Design phoneme_playback_engine_flat, sky130hd; sources not shown.
### Clock wiring as the flow saved it, run 1

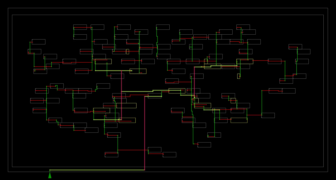
power dissipated in the clock network: 740 uW
worst setup skew after layout: 5.800 ps
sequential cells: 92
clk_buf instances: 11

### Gate families picked out, run 1

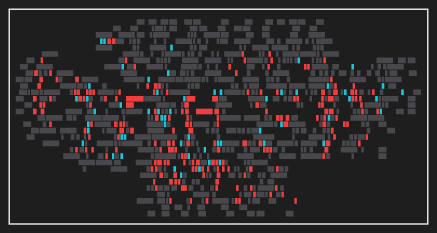
[cyan] inv cells | cells: 56 | most used: inv_1
[red] nand cells | cells: 183 | most used: nand2_1
non-filler cells in the finished layout: 937
proportion of cell area occupied by multi-input gates: 40.27%

### Sequential cells grouped by signal name, run 1

Other sequential cells in the stronger gray, the rest of the logic in the fainter gray.
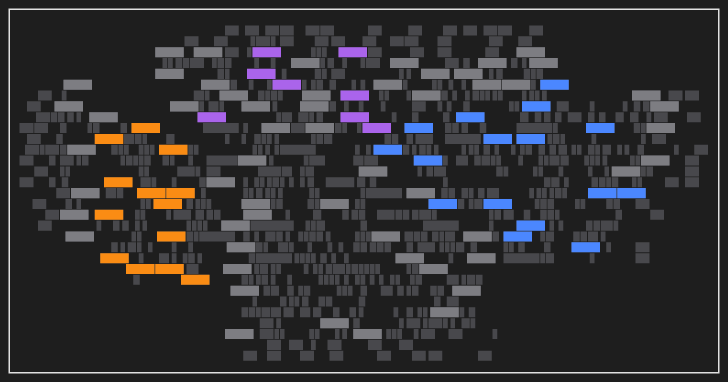
[orange] u_core.div_q | flops: 13 | where: left middle
[blue] u_core.ptr_q | flops: 16
[purple] u_core.bus.audio_sample | flops: 8 | where: top middle
sequential cell area: 1842 sq um
share of the final layout cell area in sequential cells: 31.82%

==> results.txt, run 1 <==
This note records the results obtained with Yosys and OpenROAD.

Die
The die boundary height is between 90 and 100 um. The core region is roughly 15,000 sq um. The die is 177.7 um wide. The floorplan has 31 rows. The count of inserted tapcells is 198.

Clocking
Buffers inserted during clock tree synthesis total 9. The buffer depth of the longest clock path is 2. The quantity of hold-fixing buffers added after cts is 0. The CTS root buffer is sky130_fd_sc_hd__clkbuf_16.

The total number of clock tree sinks is 92. Once the clock tree was built, the resizer swapped 0 gates to a different size. Clock latency on the worst-skew pair, taken at its later pin, is about 340 ps.

Global route
The initial antenna violation count is 0. For this run, the total global-route usage over all layers was measured as 14.69%.

Final timing
Endpoints with negative setup slack in the final report add up to 0. OpenROAD reports that the post-layout worst path occupies a little under three fifths of the period. Across all hold checks on the routed design, the worst slack comes to about 460 ps. The worst setup slack after layout is between 1500 and 2000 ps.

Counting endpoints that fail hold in the final report gives 0. The setup TNS is 0 ps. Per the final report, max-transition violations number 0.

Across all checked pins, the minimum headroom to the slew limit is a little over half. The pin slew with the least headroom to its limit is approximately 680 ps. The flow reports an fmax of approximately 0.4 GHz. The final critical path time including I/O delays and setup is between 2000 and 3000 ps.

Power
The share of power burned in registers is roughly 37%. The script extracted a net switching power of approximately 1200 uW. The clock network fraction of total power is between 20 and 25%. The combinational share of power is between 30% and 40%.

Job
The count of max-cap constraint violations is 0. The number of warnings reported in the stage logs is 28.

Route
The routed design uses 509 um of met3 wire. Per the detail_route report, DRC violations left total 0. Once iteration 0 of detailed routing completed, the report listed approximately 210 DRC markers. The final wirelength is between 10,000 and 15,000 um.

The final antenna-violating net count is 0. The ratio of routed vias to standard cells is ~4.6. The routed length on met1 is 5669 um.

Place
Summing all placed instances gives a cell area of around 5500 sq um. The congestion estimate from routability-driven global placement came to 0.8413. The pre-CTS setup slack is ~1700 ps.

The half-perimeter wire length after placement is slightly above 8000 um.

Synth
The proportion of synthesized flip-flops having asynchronous set or reset is 0%. The cell-mix breakdown from Yosys lists the simple-gate area share as between 30% and 40%. The average size of a mapped cell is a little under 7 sq um.

The dominant register cell in the synthesized netlist is sky130_fd_sc_hd__dfxtp_1. The post-synthesis instance area is roughly 4500 sq um. The synthesis warning total is 0.

The flip-flop and latch count after synthesis is 92. The top-area cell type share of the netlist area is slightly above 40%. For reference, the top cells by count after synthesis are sky130_fd_sc_hd__nand2_1, sky130_fd_sc_hd__nor2_1, sky130_fd_sc_hd__dfxtp_1. After synthesis, the chip area reported by Yosys is around 4500 sq um.

The total nets after synthesis is between 700 and 800. The area fraction in compound gates after synthesis is between 15 and 20%. The top cell type by instance count after synthesis is sky130_fd_sc_hd__nand2_1.

Per the synthesis report, the number of distinct cell types is 37. The cell-mix breakdown from Yosys lists the adder-cell area share as 1.383%. The count of library flops with an enable pin is 0. The XOR/XNOR share of the synthesized area is under 10%. The largest family of logic cells by area is simple AND/OR/NAND/NOR gates. The area fraction in mux cells is less than 1%.

Cells and area
The share of the core filled with cells is 39.69%. The buffering overhead is 15.09%. The dominant logic cell type in the layout is sky130_fd_sc_hd__nand2_1.

The number of buffers outside the clock class in the layout is approximately 88. The combinational gate area is approximately 2300 sq um. The number of logic gates is 488.

Once layout is done, the placed cells without fillers occupy between 5000 and 6000 sq um. The area growth from synthesis to layout is 27.97%.

Critical path
STA puts the critical path data required time at 4740 ps. Measured in cells, the most critical reg-to-reg path has a length of 10. The worst-case reg-to-reg setup slack stands at just under 2000 ps. The critical path start-end classification is register to register.

The data arrival time of the worst path is 2800 ps.

Min path
The report gives the cell count of the worst hold path as 2. The worst min-delay path class is register to register.

Run status
The flow ran to the end, and the final reports show no timing, DRC or antenna violations.
-- run 1: worst max-delay path: stages (launching register included) --
cell and delay, ps:
sky130_fd_sc_hd__dfxtp_1 350, sky130_fd_sc_hd__inv_1 80, sky130_fd_sc_hd__nor3_4 150, sky130_fd_sc_hd__buf_4 470, sky130_fd_sc_hd__nand4_4 290, sky130_fd_sc_hd__nand2_4 480
sky130_fd_sc_hd__inv_2 270, sky130_fd_sc_hd__nand2_1 140, sky130_fd_sc_hd__nand3_1 110, sky130_fd_sc_hd__nand2_1 80, sky130_fd_sc_hd__nor2_1 40
-- run 1: routing by layer --
layer,vias up,GRT usage (%)
met5,-,0
met3,9,3.451
li1,2307,-
met2,85,23.55
met1,1934,19.81
met4,0,3.689
## Run 2: what changed since run 1
Clock period 4.5 ns to 2.38 ns, I/O delays scaled along.
### Power grid, run 2

Pins as bars on the die edge.
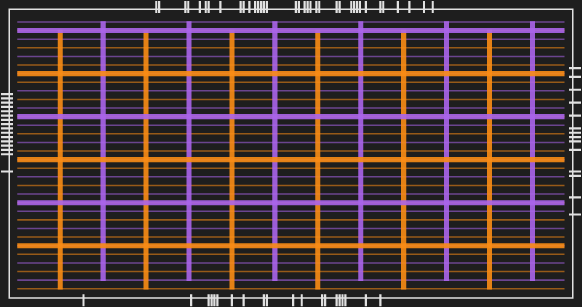
[orange] VSS
[purple] VDD
rows: 31
met4 straps: 12
signal pins: 86
met1 rails: 32
met5 straps: 6
Floorplan Core Area: 14,580 sq um
horizontal die size: 177.7 um
Peak VDD IR: 0.0004114 V
chip height: 90.83 um

### Sequential cells grouped by signal name, run 2

Other sequential cells in the stronger gray, the rest of the logic in the fainter gray.
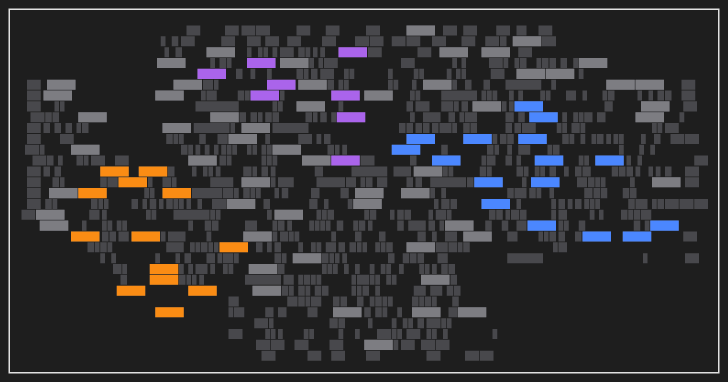
share of the final layout cell area in sequential cells: 31.49%
utilization of the core after routing: 40.10%
sequential logic power: 2150 uW

==> results.txt, run 2 <==
This note records the results obtained with Yosys and OpenROAD.

Place
The weighted congestion reported at the end of routability-driven placement is between 0.8 and 0.9. Prior to clock tree synthesis, the placed netlist has a worst setup slack of ~220 ps. The HPWL after detailed placement is around 8600 um. The number of instances in the placed design is ~930. The placement report lists the number of port buffers as between 80 and 90. The standard cell area after detailed placement is 5549 sq um.

Route
The uppermost layer routed is met4. The ratio of routed vias to standard cells is about 4.7. The pre-antenna-repair detailed-routing pass consisted of 5 iterations. The violation tally recorded at the end of detailed-routing iteration 0 is 195. The post-detailed-route DRC marker count is 0.

The overall via count from detail_route is roughly 4.4k. The final wirelength is approximately 12,000 um. Summed over all nets, wire length on met2 after detailed routing comes to between 5000 and 6000 um. Dividing the detail-routed wire length by the instance count gives approximately 12 um. In the final routing, the length of wire on met1 measures about 5600 um. The met3 routed wirelength is 591 um. Nets still carrying antenna violations after routing amount to 0.

Clocking
The clock insertion delay at the later pin of the skew report is around 340 ps. The number of post-CTS setup repair buffers is 0. Counting the buffers created by CTS gives 9.

The total number of clock tree sinks is slightly above 90. CTS reports a maximum clock tree buffer depth of 2. Post-CTS repair ended up resizing 0 cells. The CTS root buffer is sky130_fd_sc_hd__clkbuf_16. Per the CTS log, the maximum H-tree level is 3.

The CTS tree is yes. The clock transition at the registers of the reported paths is ~70 ps. The post-CTS hold buffer count recorded in the log is 0.

Final timing
For the pin with the worst max-slew slack, the measured transition is 573.6 ps. In the final run the clock tree shows a worst skew of ~5.1 ps. The total setup violations reported at the end of the flow is 0. The share of the clock period used by the worst path is around nine tenths. Setup total negative slack on the finished layout was measured at 0 ps.

Across all setup checks in the final design, the least slack found is ~270 ps. The maximum operating frequency is 0.4741 GHz. Setup repair after global routing left no endpoint under its margin. The final critical path time including I/O delays and setup is between 2000 and 2500 ps. The normalized max-slew margin is about three fifths. Endpoints failing hold in the final report were tallied at 0. The post-route worst hold slack is 459.2 ps. The max-slew violation count is 0.

Critical path
Counting cells, the worst reg-to-reg path comes to 10. The logic depth of the worst setup path including buffers is 10. The maximum fanout count along the critical path is 27.

The largest individual stage delay along the critical path comes from the cell sky130_fd_sc_hd__dfxtp_1. The longest incremental delay of any stage on the critical path is reported as roughly 380 ps. By instance count, the cell type seen most on the critical path is sky130_fd_sc_hd__nand2_1. The total buffers and inverters traversed by the critical path is 1.

The critical path endpoint has a required time of between 2000 and 3000 ps. The critical path goes through ha_1 > nand2_1 > nor2_1 > nand4_4 > nand2_4 > inv_2 > nand2_1 > nand3_1 > nand2_1 > nor2_1. The data arrival time of the worst path is 2350 ps. The cell family contributing the most delay on the critical path is simple AND/OR/NAND/NOR gates.

The worst-case register-to-register setup slack is between 200 and 300 ps. The critical path start-end classification is register to register. The kind of end point of the critical path is a register. The launching element type of the critical path is a register.

Cells and area
By instance count after routing, the leading logic cell type is sky130_fd_sc_hd__nand2_1. At the end of the flow, the number of nets in the layout was between 700 and 800. Fill cells in the final layout number between 1.5k and 2k.

After routing the design area is approximately 6000 sq um. Leaving out buffers and inverters, the combinational logic in the layout accounts for around 2300 sq um. The flip-flop and latch area is between 1500 and 2000 sq um. The post-route netlist has under 10% of its cells at a drive strength greater than 1. Ranking logic cells in the layout by count gives the top entries sky130_fd_sc_hd__nand2_1, sky130_fd_sc_hd__nor2_1, sky130_fd_sc_hd__dfxtp_1. The number of standard cells in the layout, taps in and fillers out is around 940. The number of antenna diodes in the final layout is 0.

In this run the layout overhead on the synthesized area is reported as 29.29%.

Synth
The post-synthesis instance total is ~660. Looking at the cell usage after synthesis, the top flip-flop cell is sky130_fd_sc_hd__dfxtp_1. The count of different cell masters after synthesis is 37. The proportion of synthesized flip-flops having asynchronous set or reset is 0%. By instance count, the leading cell after synthesis is sky130_fd_sc_hd__nand2_1. The post-synthesis instance area is 4523 sq um. The top-area cell type share of the netlist area is between 40% and 50%. The register share after synthesis is about two fifths. Yosys attributes the largest share of cell area to sky130_fd_sc_hd__dfxtp_1, sky130_fd_sc_hd__nand2_1, sky130_fd_sc_hd__nor2_1, sky130_fd_sc_hd__o21ai_0, sky130_fd_sc_hd__a21oi_1. Per the synthesis report, the dominant area consumer among library cells is sky130_fd_sc_hd__dfxtp_1. The average size of a mapped cell is 6.843 sq um. The synthesis warning total is 0. The synthesis run shows the most used standard cells to be sky130_fd_sc_hd__nand2_1, sky130_fd_sc_hd__nor2_1, sky130_fd_sc_hd__dfxtp_1.

Counting flops and latches in the post-synthesis netlist gives 92. The total nets after synthesis is 717. The number of cells in Yosys stat is about 660. The area recorded from the Yosys report for this design is roughly 4500 sq um. The synthesized design contains 0 enable-type register cells.

Global route
met2 is the most crowded layer. The met1 demand-to-capacity share in global routing is a little under a fifth. The first-pass GRT wire length is approximately 20,000 um. The met3 track utilization from global routing is 3.956%.

The initial antenna violation count is 0. The via count of the first global-routing pass is 4,120. The final global-route overflow total is 0.

The all-layer global routing usage is 15.19%. The met2 track demand over resource is around 26%. The largest net degree at the start of global routing is between 60 and 70.

Power
The overall power of the completed layout is a little under 6000 uW. In this run the static leakage power is 0.002337 uW. Per the summary, power density relative to cell area is between 1000 and 1500 nW/um^2.

Die
The floorplan utilization is 31.01%. During I/O placement, the number of pins put on the boundary was between 80 and 90. Row generation in the floorplan step produced 31 rows.

The overall die size recorded for this design is between 15,000 and 20,000 sq um.

Run status
The run finished with clean final reports.

Job
The number of maximum-capacitance violations recorded for the run is 0. The number of warnings the tools reported is 28.

Min path
The worst min-delay path class is register to register. The worst hold path was traced through 2 stages.
-- run 2: cell counts after synthesis --
No cell type changed its count.
-- run 2: kinds of logic after synthesis --
logic type / share of synthesized area [%]
AND/OR/NAND/NOR: 32.09
AND-OR/OR-AND: 15.68
flip-flops: 40.72
buffers and inverters: 7.745
XOR/XNOR: 1.937
adder cells (fa/ha/maj): 1.383
multiplexers: 0.4426
-- run 2: area by class of cell --
type	count	share of cell area, %
Multi-Input combinational cell	488	39.86
Sequential cell	92	31.49
Timing Repair Buffer	94	15.70
Tap cell	198	4.236
Clock buffer	9	3.851
Inverter	56	3.594
Clock inverter	7	1.262
-- run 2: power by group --
part	internal [uW]	switching [uW]	total, uW
clock network	820	634	1450
registers	1890	261	2150
logic	872	1390	2260
No activity file was given, so power comes from the tool's default toggle rates.
